**src/rtl/toggle_event_decoder_if.sv**
```systemverilog
// Event handshake bundle between the toggle decoder (master) and its consumer (slave).
`timescale 1ns/1ps
interface toggle_event_decoder_if;
  logic evt_valid;
  logic evt_ready;
  logic evt_type;

  modport master (output evt_valid, output evt_type, input evt_ready);
  modport slave  (input evt_valid, input evt_type, output evt_ready);
endinterface

```
**src/rtl/toggle_event_decoder.sv**
```systemverilog
// Decodes a T-flip-flop toggle line into set/reset events, queued in a show-ahead
// FIFO with a saturating event counter and a sticky overflow flag.
`timescale 1ns/1ps
module toggle_event_decoder #(
  parameter int unsigned SYNC_STAGES = 2,
  parameter int unsigned FIFO_DEPTH  = 4,
  parameter int unsigned CNT_W       = 8
) (
  input  logic                      clk,
  input  logic                      rst_n,
  input  logic                      tog_in,
  input  logic                      clr,
  toggle_event_decoder_if.master    evt_if,
  output logic                      line_q,
  output logic [CNT_W-1:0]          evt_count,
  output logic                      ovf
);

  localparam int unsigned PTR_W = (FIFO_DEPTH > 1) ? $clog2(FIFO_DEPTH) : 1;
  localparam int unsigned OCC_W = PTR_W + 1;

  logic [SYNC_STAGES-1:0] sync_q, sync_d;
  logic                   prev_q, prev_d;
  logic [FIFO_DEPTH-1:0]  mem_q, mem_d;
  logic [PTR_W-1:0]       wr_ptr_q, wr_ptr_d;
  logic [PTR_W-1:0]       rd_ptr_q, rd_ptr_d;
  logic [OCC_W-1:0]       occ_q, occ_d;
  logic [CNT_W-1:0]       cnt_q, cnt_d;
  logic                   ovf_q, ovf_d;

  logic detect;
  logic full;
  logic empty;
  logic pop;
  logic push_ok;

  assign line_q = sync_q[SYNC_STAGES-1];

  // Next-state logic: synchronizer, edge detect, queue bookkeeping, counters.
  always_comb begin
    sync_d   = {sync_q[SYNC_STAGES-2:0], tog_in};
    prev_d   = line_q;
    mem_d    = mem_q;
    wr_ptr_d = wr_ptr_q;
    rd_ptr_d = rd_ptr_q;
    occ_d    = occ_q;
    cnt_d    = cnt_q;
    ovf_d    = ovf_q;

    detect  = line_q ^ prev_q;
    full    = (occ_q == OCC_W'(FIFO_DEPTH));
    empty   = (occ_q == '0);
    pop     = !empty && evt_if.evt_ready;
    // A pop in the same cycle frees the slot, so a full queue still accepts.
    push_ok = detect && (!full || pop);

    if (push_ok) begin
      mem_d[wr_ptr_q] = line_q;
      wr_ptr_d        = wr_ptr_q + PTR_W'(1);
    end
    if (pop) begin
      rd_ptr_d = rd_ptr_q + PTR_W'(1);
    end

    case ({push_ok, pop})
      2'b10:   occ_d = occ_q + OCC_W'(1);
      2'b01:   occ_d = occ_q - OCC_W'(1);
      default: occ_d = occ_q;
    endcase

    if (clr) begin
      cnt_d = '0;
      ovf_d = 1'b0;
    end else begin
      if (detect && (cnt_q != {CNT_W{1'b1}})) begin
        cnt_d = cnt_q + CNT_W'(1);
      end
      if (detect && full && !pop) begin
        ovf_d = 1'b1;
      end
    end
  end

  always_ff @(posedge clk or negedge rst_n) begin
    if (!rst_n) begin
      sync_q   <= '0;
      prev_q   <= 1'b0;
      mem_q    <= '0;
      wr_ptr_q <= '0;
      rd_ptr_q <= '0;
      occ_q    <= '0;
      cnt_q    <= '0;
      ovf_q    <= 1'b0;
    end else begin
      sync_q   <= sync_d;
      prev_q   <= prev_d;
      mem_q    <= mem_d;
      wr_ptr_q <= wr_ptr_d;
      rd_ptr_q <= rd_ptr_d;
      occ_q    <= occ_d;
      cnt_q    <= cnt_d;
      ovf_q    <= ovf_d;
    end
  end

  // Show-ahead head decode; reads zero when the queue is empty.
  assign evt_if.evt_valid = (occ_q != '0);
  assign evt_if.evt_type  = (occ_q != '0) ? mem_q[rd_ptr_q] : 1'b0;
  assign evt_count        = cnt_q;
  assign ovf              = ovf_q;

endmodule

```
**src/flat_wrapper.sv**
```systemverilog
// flat-port wrapper written by rule: the top's interface ports become plain ports
module toggle_event_decoder_flat 
#(
  parameter int unsigned SYNC_STAGES = 2,
  parameter int unsigned FIFO_DEPTH  = 4,
  parameter int unsigned CNT_W       = 8
)
  (clk, rst_n, tog_in, clr, line_q, evt_count, ovf, evt_if_evt_valid, evt_if_evt_type, evt_if_evt_ready);
  toggle_event_decoder_if evt_if_i ();
  input  logic clk;
  input  logic rst_n;
  input  logic tog_in;
  input  logic clr;
  output logic line_q;
  output logic [CNT_W-1:0] evt_count;
  output logic ovf;
  output wire logic [$bits(evt_if_i.evt_valid)-1:0] evt_if_evt_valid;
  output wire logic [$bits(evt_if_i.evt_type)-1:0] evt_if_evt_type;
  input wire logic [$bits(evt_if_i.evt_ready)-1:0] evt_if_evt_ready;
  assign evt_if_evt_valid = evt_if_i.evt_valid;
  assign evt_if_evt_type = evt_if_i.evt_type;
  assign evt_if_i.evt_ready = evt_if_evt_ready;
  toggle_event_decoder #(.SYNC_STAGES(SYNC_STAGES), .FIFO_DEPTH(FIFO_DEPTH), .CNT_W(CNT_W)) u_core (.clk(clk), .rst_n(rst_n), .tog_in(tog_in), .clr(clr), .evt_if(evt_if_i), .line_q(line_q), .evt_count(evt_count), .ovf(ovf));
endmodule
```
**config.mk**
```make
export PLATFORM = sky130hd
export DESIGN_NAME = toggle_event_decoder_flat
export DESIGN_NICKNAME = d
export VERILOG_FILES = /design/src/rtl/toggle_event_decoder_if.sv /design/src/rtl/toggle_event_decoder.sv /design/src/flat_wrapper.sv
export SDC_FILE = /design/constraint.sdc
export NUM_CORES = 1
export LEC_CHECK = 0
export ABC_AREA = 1
export CAP_MARGIN = 15
export CORE_ASPECT_RATIO = 0.5
export CORE_MARGIN = 2
export CORE_UTILIZATION = 46
export DETAILED_ROUTE_END_ITERATION = 6
export PLACE_DENSITY_LB_ADDON = 0.05
export SETUP_SLACK_MARGIN = 0.4
export SLEW_MARGIN = 30
export SYNTH_ARGS = -nofsm -noshare
export SYNTH_HDL_FRONTEND = slang
export SYNTH_SLANG_ARGS = --single-unit
```
**constraint.sdc**
```tcl
create_clock -name clk -period 4.47 [get_ports clk]
set_clock_uncertainty 0.1 [all_clocks]
set_input_delay 0.447 -clock clk [delete_from_list [all_inputs] [get_ports clk]]
set_output_delay 0.447 -clock clk [all_outputs]
set_load 0.02 [all_outputs]
```
### Congestion heat map, run 1

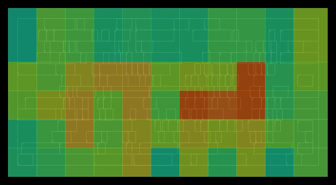
GR Layer Usage met1: 20.0%
Final Core Density: 57.6%

### Gate families picked out, run 1

Scale bar: 20 µm.
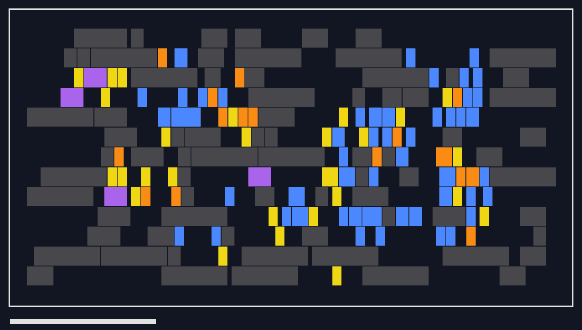
colour	family	cells	most used
blue	NAND gates	50	nand2_1
orange	NOR gates	16	nor2_1
yellow	inverters	27	inv_1
purple	XOR/XNOR gates	4	xor2_1
logic share of the area: 37.2%
most frequent logic cell in the layout: nand2_1
post-route insts no fill: 208

### Clock wires, drivers and flops, run 1

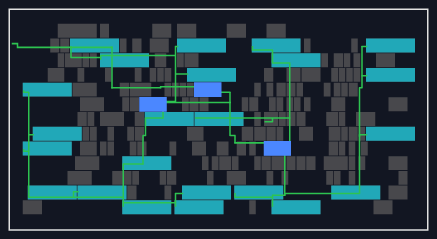
[blue] cells driving clock nets | count: 3
[cyan] flip-flops | count: 23
[green] clock wires | length: 311 µm
flops lie	widely spread
routed clock nets	4
clk pwr: 0.000135 W
clk latency late pin: 0.27 ns

### Drive-strength map, run 1

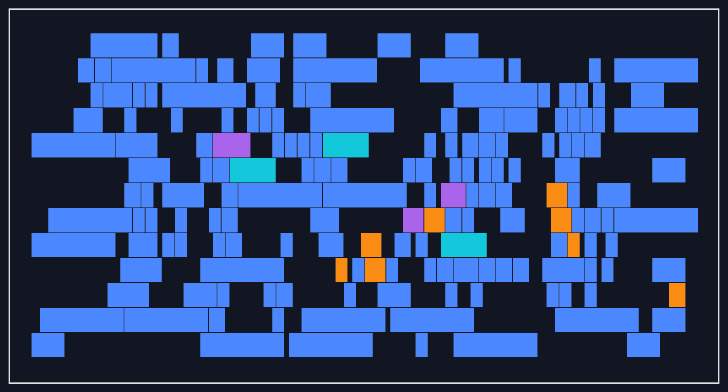
colour	size	cells	share
orange	drive 2	8	4.7%
blue	drive 1 or less	157	92%
purple	drive 3 to 4	3	1.8%
cyan	drive 6 and up	3	1.8%

==> results.txt, run 1 <==
impl run done, here's what came out: hold buffer count at cts=0, fp util=47.9%, ANT cells=0, post-cts resize count=0, htree depth=1, gr usage total=16.2%, Post-DP HPWL=approximately 1800 µm, critical path's top delay family=buffers and inverters, Pwr Density=between 400 and 500 nW/µm², share of layout cells above drive strength 1=under 10%, Hold Fails Final Rpt=0, WL final=roughly 2300 µm, cts bufs inserted=3, hold crit path type=in2async, pin count of the biggest net entering global routing=24, Root Driver=clkbuf_8, Leak=around 0.72 nW, Post-Syn Instances=151, Worst Path Required=about 4 ns, Fillers=around 260, FP Rows=13, worst-path cell chain=inv_1 > nand2_1 > o211ai_1 > a21boi_0 > clkdlybuf4s50_1, Slowest Stage Delay on Critical Path=about 0.63 ns, Die Y=40.6 µm, CTS Sinks=23, Final period util=50.3%, DR WL/cell=11.2 µm, DRC viols=0, WP buf/inv=2, antenna violations before repair=0, first-pass GRT wire length=~3800 µm, Post-synth seq share=46.8%, Max clock buf depth=2, Final ANT Viol Nets=0, Cell Area, Synth=roughly 1200 µm², Slew headroom=between 60% and 70%, Setup-failing EPs final=0, max_cap viols=0, Yosys warnings=0, Syn Area/Cell=between 8 and 9 µm², Setup crit end kind=primary output, critical path launch point type=flop, RSZ-0062 raised after global routing=no, 1st-pass router iterations=4, crit-path max FO=4, Die ar.=between 3000 and 4000 µm², Iter 0 DRT Violations=59, Final Max Tran Viols=0, kind of critical path=reg2out, final instance area=about 1500 µm², CTS tree=built, status=completed, cell type with the largest total area=dfrtp_1, CTS clk-pin slew, worst paths=roughly 0.090 ns, GPL Wtd Cong=between 0.8 and 0.9, area reported by Yosys stat=~1200 µm², Vias=~1000, post-CTS setup buffer count=0, DP Area=approximately 1400 µm², Post-synth regs=23, syn_nets=between 150 and 200, tool warnings=29, actual slew at the worst max-slew pin=0.513 ns, crit path time final=roughly 2.2 ns, number of global-route vias before repair=857, Layout Nets=~180, CP max-delay cell=clkdlybuf4s50_1, Worst EP arrival=about 1.7 ns, worst vdd ir=approximately 280 µV, post-DR vias/cell=approximately 4.8, ys cells=151, CORE AREA=roughly 2600 µm², post-route setup TNS=0 ns
run 1: kinds of logic after synthesis:
group / synth area share [%]
buffers and inverters: 8.44
and+or+nand+nor: 23.3
AOI/OAI and AO/OA: 10.9
adders and majority gates: 7.73
DFF: 46.8
xor gates and xnor gates: 2.85
run 1: Yosys cell counts:
cell      number
a21boi_0       1
inv_4          1
xor2_1         3
dfrtp_1       23
inv_1         24
o21ai_0       11
nand2_4        1
o211ai_1       1
nor3_1         1
nor2_2         1
a21oi_1        7
nand2_1       33
o21bai_1       3
ha_1           6
nand3_1       11
inv_2          2
xnor2_1        1
nand3b_1       1
nand2_2        4
a31oi_1        1
fa_1           1
nor2_1        14
run 1: path summary, 6_finish.rpt:
check                                                from                         endpoint  slack, ns  cells after the start
max                        u_core.rd_ptr_q[0]$_DFFE_PN0P_                  evt_if_evt_type       2.22                      5
min                                                 rst_n  u_core.evt_count[2]$_DFFE_PN0P_       0.04                      1
max reg2reg                   u_core.occ_q[0]$_DFFE_PN0P_      u_core.occ_q[2]$_DFFE_PN0P_       2.38                      9
min reg2reg                    u_core.sync_q[0]$_DFF_PN0_       u_core.sync_q[1]$_DFF_PN0_       0.25                      0
max in group asynchronous                           rst_n   u_core.rd_ptr_q[1]$_DFFE_PN0P_       3.89                      1
min in group clk               u_core.sync_q[0]$_DFF_PN0_       u_core.sync_q[1]$_DFF_PN0_       0.25                      0
run 1: area by class of cell:
type                       instances  area [µm²]  share of cell area, %
sequential                        23         576                   38.9
multi-input combinational        101         551                   37.2
timing repair buffer              16         155                   10.5
inverter                          27         104                   7.02
tap                               37        46.3                   3.13
clock buffer                       3        41.3                   2.79
clock inverter                     1        7.51                  0.507
run 1: report_power, final:
part	internal, W	leakage (nW)	switching (W)
combinational	0.000113	0.414	0.000154
clock	0.0000631	0.0217	0.0000718
sequential	0.000266	0.288	0.0000393
run 1: sequential cells by signal, indices dropped and copies added, names as in the netlist:
signal,cells
u_core.evt_count,8
u_core.occ_q,3
u_core.mem_q,4
u_core.sync_q,2
u_core.ovf,1
u_core.rd_ptr_q,2
u_core.prev_q,1
u_core.wr_ptr_q,2
run 1: cell usage in the layout, fill, tap and decap left out, types with 2 or more instances in the layout:
cell type        instances
nand2_2                  4
o21ai_0                 11
clkbuf_8                 3
nand2_1                 33
clkdlybuf4s50_1         15
o21bai_1                 3
inv_2                    2
inv_1                   24
nand3_1                 11
ha_1                     6
xor2_1                   3
dfrtp_1                 23
nor2_1                  14
a21oi_1                  7
run 1: stage by stage:
| step | hold WS, ns | setup WS, ns | cells | power [W] |
|---|---|---|---|---|
| floorplan | 0.0514 | 2.47 | 151 | 0.000491 |
| global placement | 0.234 | 2.00 | 204 | 0.000571 |
| detailed placement | 0.235 | 1.97 | 204 | 0.000581 |
| CTS | 0.0587 | 2.19 | 208 | 0.000718 |
| global route | 0.0772 | 2.11 | 208 | 0.000770 |
| finish | 0.0392 | 2.22 | 208 | 0.000707 |
run 1: layer usage:
metal | part of all wire [%] | up-vias | GRT usage, %
met5 | 0 | - | 0
met4 | 0.30 | 0 | 2.68
met3 | 4.3 | 2 | 4.95
met2 | 47 | 17 | 29.6
met1 | 49 | 470 | 20.0
li1 | - | 513 | -
### Met3 routing, run 1

Cells faint in the background.
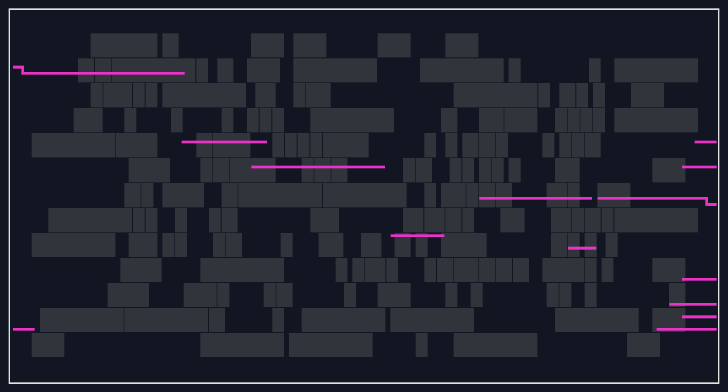

==> run 2: changes to the inputs <==
clock period = 1.8 ns   (was 4.47 ns; I/O delays follow)
### Met3 routing, run 2

Cells faint in the background.
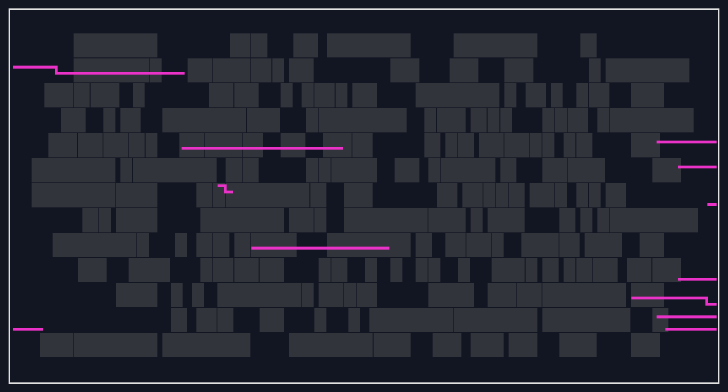
nets with wire on the layer	11
longest straight run	17.2 µm
WL final: 2600 µm
GR Layer Usage met3: 5.63%
Vias: 1066

### Congestion heat map, run 2

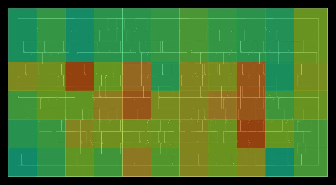
Final Core Density: 68.5%
GR Layer Usage met1: 24.3%
DR WL/cell: 11.4 µm

### Drive-strength map, run 2

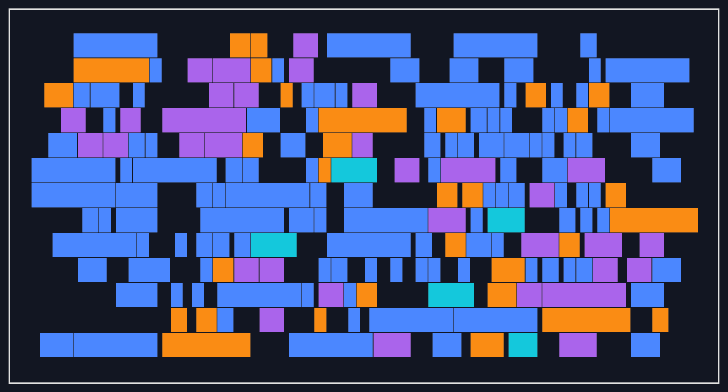
colour	size	cells	share
purple	drive 3 to 4	33	17%
blue	drive 1 or less	122	64%
cyan	drive 6 and up	5	2.6%
orange	drive 2	31	16%

==> run 2 against run 1 <==
  * Highest routed layer unchanged
  * Area after synthesis stayed put
  * Final cell count is 9.6% higher
  * Utilization is 11 points higher
  * Final area is 19% higher
  * Combinational power went up to 3.3 times the previous value
  * Routed wire length is 12% higher
  * Critical path depth is 4 higher
  * Register-to-register slack worse by 2.4 ns
  * Critical endpoint is now u_core.occ_q[2]$_DFFE_PN0P_
  * Sequential power went up to 2.5 times the previous value
  * First-iteration DRC count is 42% lower
  * Hold slack better by 0.12 ns
==> results.txt, run 2 <==
impl run done, here's what came out: DP Area=~1600 µm², kind of critical path=reg2reg, hold crit path type=in2async, Worst R2R Path Depth=9, Die ar.=between 3000 and 4000 µm², status=completed, critical path launch point type=flop, Cell Area, Synth=1230 µm², most frequent cell after synthesis=nand2_1, Final Max Tran Viols=0, actual slew at the worst max-slew pin=0.301 ns, Post-DP HPWL=1810 µm, Post-Syn Instances=~150, final instance area=between 1500 and 2000 µm², post-DR vias/cell=4.68, Setup-failing EPs final=0, antenna violations before repair=0, Die Y=a little over 40 µm, pin count of the biggest net entering global routing=24, clk latency late pin=0.26 ns, htree depth=1, Yosys warnings=0, worst vdd ir=just under 800 µV, Flop pwr share=39.2%, Final period util=between 90% and 100%, Root Driver=clkbuf_8, max reg flops=8, met2 usage=about 33%, 1st-pass router iterations=4, Worst EP arrival=1.82 ns, crit-path max FO=3, number of global-route vias before repair=965, ys cells=between 150 and 200, cts bufs inserted=3, Sw Ratio=between 30 and 40%, Main synth FF type=dfrtp_1, ANT cells=0, Max clock buf depth=2, Pwr Density=between 1000 and 1500 nW/µm², Setup crit end kind=flop, max_cap viols=0, CTS Sinks=23, gr usage total=between 10% and 20%, Synth top cells by count=nand2_1, inv_1, dfrtp_1, nor2_1, CTS clk-pin slew, worst paths=around 0.090 ns, first-pass GRT wire length=4390 µm, most frequent logic cell in the layout=nand2_1, Hold Fails Final Rpt=0
[run 2: cell counts after synthesis]
No cell type changed its count.
[run 2: routing by layer]
layer | part of all wire, % | up-vias | wire length, µm
met5 | 0 | - | 0
met1 | 48 | 492 | 1250
met3 | 3.5 | 2 | 91
met4 | 0.31 | 0 | 8
li1 | - | 559 | -
met2 | 48 | 13 | 1260
[run 2: final timing paths]
kind                                              endpoint  slack [ns]                        start
max                            u_core.occ_q[2]$_DFFE_PN0P_        0.03  u_core.occ_q[1]$_DFFE_PN0P_
min                        u_core.evt_count[3]$_DFFE_PN0P_        0.16                        rst_n
max reg2reg                    u_core.occ_q[2]$_DFFE_PN0P_        0.03  u_core.occ_q[1]$_DFFE_PN0P_
min reg2reg                     u_core.sync_q[1]$_DFF_PN0_        0.25   u_core.sync_q[0]$_DFF_PN0_
max in group asynchronous       u_core.sync_q[1]$_DFF_PN0_        1.17                        rst_n
min in group clk                u_core.sync_q[0]$_DFF_PN0_        0.25                       tog_in
[run 2: power groups by stage]
stage | logic [W] | clock network (W) | registers (W)
floorplan | 0.000499 | 0 | 0.000767
global placement | 0.000779 | 0 | 0.000760
detailed placement | 0.000800 | 0 | 0.000759
CTS | 0.000829 | 0.000338 | 0.000760
global route | 0.00100 | 0.000361 | 0.000795
finish | 0.000878 | 0.000324 | 0.000774
[run 2: area by class of cell]
type / count / area (µm²)
fill: 217 / 811
multi-input combinational: 101 / 689
sequential: 23 / 581
timing repair buffer: 36 / 287
inverter: 27 / 111
tap: 37 / 46.3
clock buffer: 4 / 45.0
[run 2: cells by family (layout without fill, tap and decap cells)]
kind of cell / Yosys count / count (layout) / synth area share, %
AND-OR/OR-AND: 24 / 24 / 10.9
XOR/XNOR: 4 / 4 / 2.85
adder cells (fa/ha/maj): 7 / 7 / 7.73
buffers and inverters: 27 / 67 / 8.44
flip-flops: 23 / 23 / 46.8
AND/OR/NAND/NOR: 66 / 66 / 23.3
[run 2: stage by stage]
step                      instances  setup WS, ns  TNS [ns]  power [W]
after global placement          216        -0.211    -0.303    0.00154
after floorplan                 151       -0.0761   -0.0761    0.00127
final                           228        0.0292         0    0.00198
after CTS                       226        0.0117         0    0.00193
after detailed placement        216        -0.266    -0.405    0.00156
after global routing            228       -0.0606   -0.0606    0.00216
[run 2: timing repair]
action | CTS | global route
buffers inserted | 6 | 2
hold endpoints to repair | 0 | 0
hold buffers | 0 | 0
gates resized | 26 | 41
endpoints found under the setup margin | 21 | 17
pin swaps | 4 | 13
cloned | 0 | 0
[run 2: critical path, cell delays in order, from the launching register on]
cell	delay, ns
dfrtp_1	0.42
nor2_4	0.15
nand2_2	0.09
nand2_4	0.08
ha_4	0.13
inv_4	0.03
fa_2	0.33
a21oi_2	0.11
o21ai_1	0.08
xor2_1	0.14
Power and IR drop assume default switching activity.
